==> src/rtl/fetch_sequencer.sv <==
// fetch_sequencer
//   Drives the PC register's stall / jump controls. Merges redirect sources
//   (trap unit, EX-stage branch, post-reset boot vector) with stall sources
//   (load-use hazard, instruction-memory wait), sequences trap entry through
//   a fixed drain period, and emits the matching IF/ID and ID/EX flushes.
//
// Parameters:
//   ADDR_W        address width
//   RESET_VECTOR  address issued as the first jump after reset
//   DRAIN_CYCLES  cycles spent draining before the trap redirect (1..15)
//
// Ports:
//   clk, rst_n                 clock, synchronous active-low reset
//   branch_req/branch_target   EX-stage taken branch pulse and destination
//   trap_req/trap_vector       trap pulse and handler address
//   hazard_stall               load-use hazard, hold PC
//   imem_ready                 instruction memory accepts a fetch
//   pc_stall                   hold PC
//   pc_jump_enable             load pc_jump_address into PC
//   pc_jump_address            redirect target (zero when not jumping)
//   flush_if_id, flush_id_ex   pipeline squash strobes
//   seq_state                  state encoding (debug)
//
// Optional feature (define FETCH_SEQ_PERF_EN):
//   perf_stall_cycles  cycles with pc_stall=1 outside BOOT
//   perf_redirects     pc_jump_enable pulses, boot jump excluded
// All outputs are registered.

module fetch_sequencer #(
  parameter int unsigned        ADDR_W       = 32,
  parameter logic [ADDR_W-1:0]  RESET_VECTOR = '0,
  parameter int unsigned        DRAIN_CYCLES = 2
) (
  input  logic              clk,
  input  logic              rst_n,
  input  logic              branch_req,
  input  logic [ADDR_W-1:0] branch_target,
  input  logic              trap_req,
  input  logic [ADDR_W-1:0] trap_vector,
  input  logic              hazard_stall,
  input  logic              imem_ready,
  output logic              pc_stall,
  output logic              pc_jump_enable,
  output logic [ADDR_W-1:0] pc_jump_address,
  output logic              flush_if_id,
  output logic              flush_id_ex,
  output logic [1:0]        seq_state
`ifdef FETCH_SEQ_PERF_EN
  ,
  output logic [31:0]       perf_stall_cycles,
  output logic [31:0]       perf_redirects
`endif
);

  localparam logic [1:0] BOOT       = 2'd0;
  localparam logic [1:0] RUN        = 2'd1;
  localparam logic [1:0] WAIT_MEM   = 2'd2;
  localparam logic [1:0] TRAP_DRAIN = 2'd3;

  localparam logic [3:0] DRAIN_INIT = 4'(DRAIN_CYCLES);

  logic [1:0]        state_q, state_d;
  logic [ADDR_W-1:0] pend_addr_q, pend_addr_d;
  logic              pend_vld_q, pend_vld_d;
  logic [3:0]        cnt_q, cnt_d;
  logic              stall_q, stall_d;
  logic              jump_q, jump_d;
  logic [ADDR_W-1:0] addr_q, addr_d;
  logic              fif_q, fif_d;
  logic              fex_q, fex_d;

  // A trap arriving during the drain replaces the vector immediately, so the
  // redirect issued on that same cycle already uses the newer address.
  logic [ADDR_W-1:0] trap_addr;
  assign trap_addr = trap_req ? trap_vector : pend_addr_q;

  always_comb begin
    state_d     = state_q;
    pend_addr_d = pend_addr_q;
    pend_vld_d  = pend_vld_q;
    cnt_d       = cnt_q;
    stall_d     = 1'b0;
    jump_d      = 1'b0;
    addr_d      = '0;
    fif_d       = 1'b0;
    fex_d       = 1'b0;

    case (state_q)
      BOOT: begin
        jump_d  = 1'b1;
        addr_d  = RESET_VECTOR;
        state_d = RUN;
      end

      // RUN and WAIT_MEM share one decision tree: WAIT_MEM only differs by
      // holding a pending branch and by not looking at hazard_stall.
      RUN, WAIT_MEM: begin
        if (trap_req) begin
          pend_addr_d = trap_vector;
          pend_vld_d  = 1'b0;
          cnt_d       = DRAIN_INIT;
          state_d     = TRAP_DRAIN;
          stall_d     = 1'b1;
          fif_d       = 1'b1;
          fex_d       = 1'b1;
        end else if (pend_vld_q) begin
          // younger branches are already squashed; ignore them
          if (imem_ready) begin
            jump_d     = 1'b1;
            addr_d     = pend_addr_q;
            pend_vld_d = 1'b0;
            state_d    = RUN;
          end else begin
            stall_d = 1'b1;
          end
        end else if (branch_req) begin
          fif_d = 1'b1;
          fex_d = 1'b1;
          if (imem_ready) begin
            jump_d  = 1'b1;
            addr_d  = branch_target;
            state_d = RUN;
          end else begin
            pend_addr_d = branch_target;
            pend_vld_d  = 1'b1;
            stall_d     = 1'b1;
            state_d     = WAIT_MEM;
          end
        end else if (!imem_ready) begin
          stall_d = 1'b1;
          state_d = WAIT_MEM;
        end else if (hazard_stall && state_q == RUN) begin
          stall_d = 1'b1;
        end else begin
          state_d = RUN;
        end
      end

      default: begin // TRAP_DRAIN
        if (trap_req) pend_addr_d = trap_vector;
        if (cnt_q == 4'd1 && imem_ready) begin
          jump_d  = 1'b1;
          addr_d  = trap_addr;
          fif_d   = 1'b1;
          fex_d   = 1'b1;
          state_d = RUN;
        end else begin
          stall_d = 1'b1;
          fif_d   = 1'b1;
          if (cnt_q > 4'd1) cnt_d = cnt_q - 4'd1;
        end
      end
    endcase
  end

  always_ff @(posedge clk) begin
    if (!rst_n) begin
      state_q     <= BOOT;
      pend_addr_q <= '0;
      pend_vld_q  <= 1'b0;
      cnt_q       <= '0;
      stall_q     <= 1'b1;
      jump_q      <= 1'b0;
      addr_q      <= '0;
      fif_q       <= 1'b0;
      fex_q       <= 1'b0;
    end else begin
      state_q     <= state_d;
      pend_addr_q <= pend_addr_d;
      pend_vld_q  <= pend_vld_d;
      cnt_q       <= cnt_d;
      stall_q     <= stall_d;
      jump_q      <= jump_d;
      addr_q      <= addr_d;
      fif_q       <= fif_d;
      fex_q       <= fex_d;
    end
  end

  assign pc_stall        = stall_q;
  assign pc_jump_enable  = jump_q;
  assign pc_jump_address = addr_q;
  assign flush_if_id     = fif_q;
  assign flush_id_ex     = fex_q;
  assign seq_state       = state_q;

`ifdef FETCH_SEQ_PERF_EN
  logic [31:0] perf_stall_q;
  logic [31:0] perf_redir_q;

  // Counted from the next-output values so each count lines up with the
  // registered output it describes. stall_d is never set from BOOT.
  always_ff @(posedge clk) begin
    if (!rst_n) begin
      perf_stall_q <= '0;
      perf_redir_q <= '0;
    end else begin
      if (stall_d) perf_stall_q <= perf_stall_q + 32'd1;
      if (jump_d && state_q != BOOT) perf_redir_q <= perf_redir_q + 32'd1;
    end
  end

  assign perf_stall_cycles = perf_stall_q;
  assign perf_redirects    = perf_redir_q;
`endif

endmodule

==> config.mk <==
export PLATFORM = sky130hd
export DESIGN_NAME = fetch_sequencer
export DESIGN_NICKNAME = d
export VERILOG_FILES = /design/src/rtl/fetch_sequencer.sv
export SDC_FILE = /design/constraint.sdc
export NUM_CORES = 1
export LEC_CHECK = 0
export CAP_MARGIN = 25
export CORE_MARGIN = 2
export CORE_UTILIZATION = 50
export DETAILED_ROUTE_END_ITERATION = 8
export PLACE_DENSITY = 0.77
export SYNTH_ARGS = -nofsm -noshare
export SYNTH_HDL_FRONTEND = slang
export SYNTH_SLANG_ARGS = --single-unit
==> constraint.sdc <==
create_clock -name clk -period 4 [get_ports clk]
set_input_delay 0.8 -clock clk [delete_from_list [all_inputs] [get_ports clk]]
set_output_delay 0.8 -clock clk [all_outputs]
set_load 0.02 [all_outputs]
congestion.png
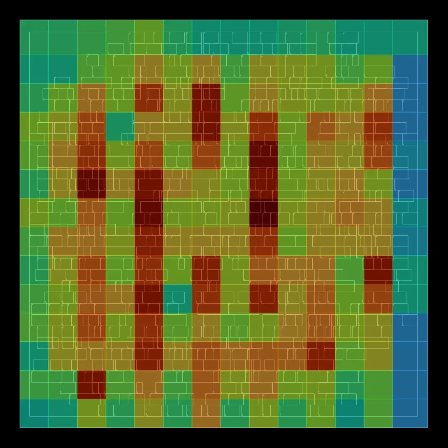
met2 usage: 0.420
GR peak layer: met2
GRT Resource Usage Total: 0.255

cell_density.png
10 x 10 tiles, from black (low) to pale yellow (high), 0 to 100% covered.
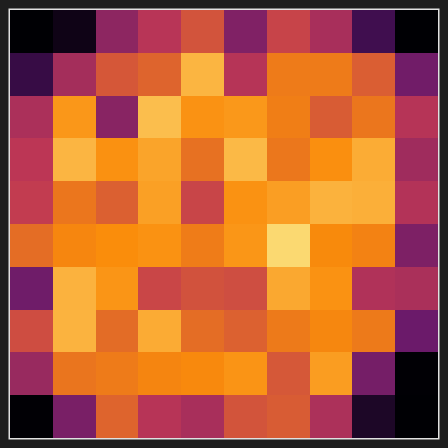
28% of the tiles are over 75% full. The fullest tile reaches 92%. The mean over all tiles is 58%. 5.0% of the tiles are nearly empty.
fp util: 0.513
core area: 0.00864 sq mm
fin util: 0.662

## flip-flops by register name (all words and copies together) (netlist names)
register         cells
flush_if_id          1
seq_state            2
pend_vld_q           1
pc_jump_enable       1
flush_id_ex          1
cnt_q                4
pend_addr_q         32
pc_jump_address     32
pc_stall             1
## power groups by stage
stage	combinational, mW	sequential, mW	clock, mW
global route	1.80	1.07	0.710
CTS	1.66	1.05	0.679
finish	1.67	1.05	0.670
floorplan	1.21	1.09	0
detailed placement	1.66	1.06	0
global placement	1.62	1.05	0
## path summary, 6_finish.rpt
kind,startpoint,endpoint,slack (ns),cells after the start
max,imem_ready,pend_addr_q[25],1.36,5
min,pend_addr_q[1],pend_addr_q[1],0.50,2
max reg2reg,seq_state[1],pend_addr_q[25],1.40,6
min reg2reg,pend_addr_q[1],pend_addr_q[1],0.50,2
## kinds of logic (layout without fill, tap and decap cells)
family                   count (synthesis)  count (layout)
AND-OR/OR-AND                          185             185
AND/OR/NAND/NOR                        184             184
flip-flops                              75              75
buffers and inverters                   61             142
multiplexers                            34              34
adder cells (fa/ha/maj)                  5               5
## through the flow
stage	setup WS [ns]	cell area, sq um	hold WS, ns	utilization
global placement	1.05	5490	0.478	0.636
global route	1.19	5710	0.517	0.662
detailed placement	0.989	5490	0.491	0.636
CTS	1.37	5710	0.504	0.662
floorplan	1.97	4430	0.471	-
finish	1.36	5710	0.504	0.662
## area by class of cell
| class | count | area [sq um] | share of cell area |
|---|---|---|---|
| clock buffer | 9 | 124 | 0.0217 |
| clock inverter | 7 | 101 | 0.0177 |
| inverter | 9 | 33.8 | 0.00591 |
| multi-input combinational | 408 | 2680 | 0.469 |
| sequential | 75 | 1500 | 0.263 |
| tap | 108 | 135 | 0.0236 |
| timing repair buffer | 117 | 1140 | 0.199 |
==> qor.txt <==
status: completed
Cells after Synth: 544
Die X: 98.1 um
P_sw: 1.41 mW
final tally of hold violations: 0
Max VDD drop: 0.480 mV
CTS max path bufs: 2
H-tree depth: 3
std cell rows: 34
Distinct lib cells used: 40
wire length of the first global-routing pass: 20500 um
register area share after synthesis: 0.339
Period minus WS final: 2.64 ns
synth cell count leaders: 98 x nand2_1, 75 x dfxtp_1, 63 x o21a_1
# diodes: 0
unrepaired setup endpoints after global routing: no
Top-area cell share: 0.339
pwr dens: 594 mW/mm^2
Sw Share: 0.415
via count: 4353
Sink Count: 75
tool warnings: 29
CP bufs+invs: 2
tally of non-filler cells in the final layout: 733
mux cell area share after synthesis: 0.0772
worst-margin pin slew: 0.773 ns
Initial DRC Count: 226
yosys adder share: 0.0141
Yosys warning total: 0
Commonest Layout Cell: clkdlybuf4s50_1
Post-Route Skew: 0.00967 ns
DR WL/cell: 16.7 um
slowest cell delay on critical path: 0.59 ns
clock power share: 0.197
worst min path class: reg -> reg
met3 usage: 0.0387
CP max stage cell: a211o_1
crit-path cells: clkdlybuf4s50_1 -> or3b_1 -> a211o_1 -> buf_4 -> o22ai_1
post-detail-place hpwl: 7520 um
required time of the worst setup path: 4.28 ns
CP max FO: 18
Slew headroom: 0.484
top cells by area: dfxtp_1 34%, o21a_1 11%, nand2_1 8.3%
internal power: 1.99 mW
Syn Nets: 619
post-CTS resize count: 0
Worst-path clk slew: 0.08 ns
Latency at later pin: 0.36 ns
TritonCTS Buffers: 9
yosys synthesis chip area: 0.00443 sq mm
die area: 0.00962 sq mm
critical path arrival: 2.93 ns
met3 WL: 593 um
placed cells: 717
drt first pass iters: 5
Post-Route WL: 12300 um
# port buffers: 107
Crit. End Element: flip-flop
CTS tree: yes
sequential share of power: 0.310
Die Height: 98.1 um
Area Growth Syn to Fin: 29.1%
Crit Path Category: in -> reg
setup bufs post-CTS: 0
Total Power: 3.40 mW
CTS Hold Buffers Added: 0
final setup violating endpoints: 0
fraction of layout cells with a size suffix above 1: 0.0704
met1 WL: 5540 um
Async SR Flop Fraction: 0
final slew viol count: 0
Dominant comb cell: AND-OR/OR-AND gates
Post-DRT Antenna Nets: 0
Setup TNS: 0 ns
M1 GR Usage: 0.338
maxcap violations: 0
drt drc: 0
yosys xor share: 0
Nets: 695
startpoint types: input port
Via density: 5.94
Synth area leader: dfxtp_1
Power is estimated from default activity; no workload was simulated.
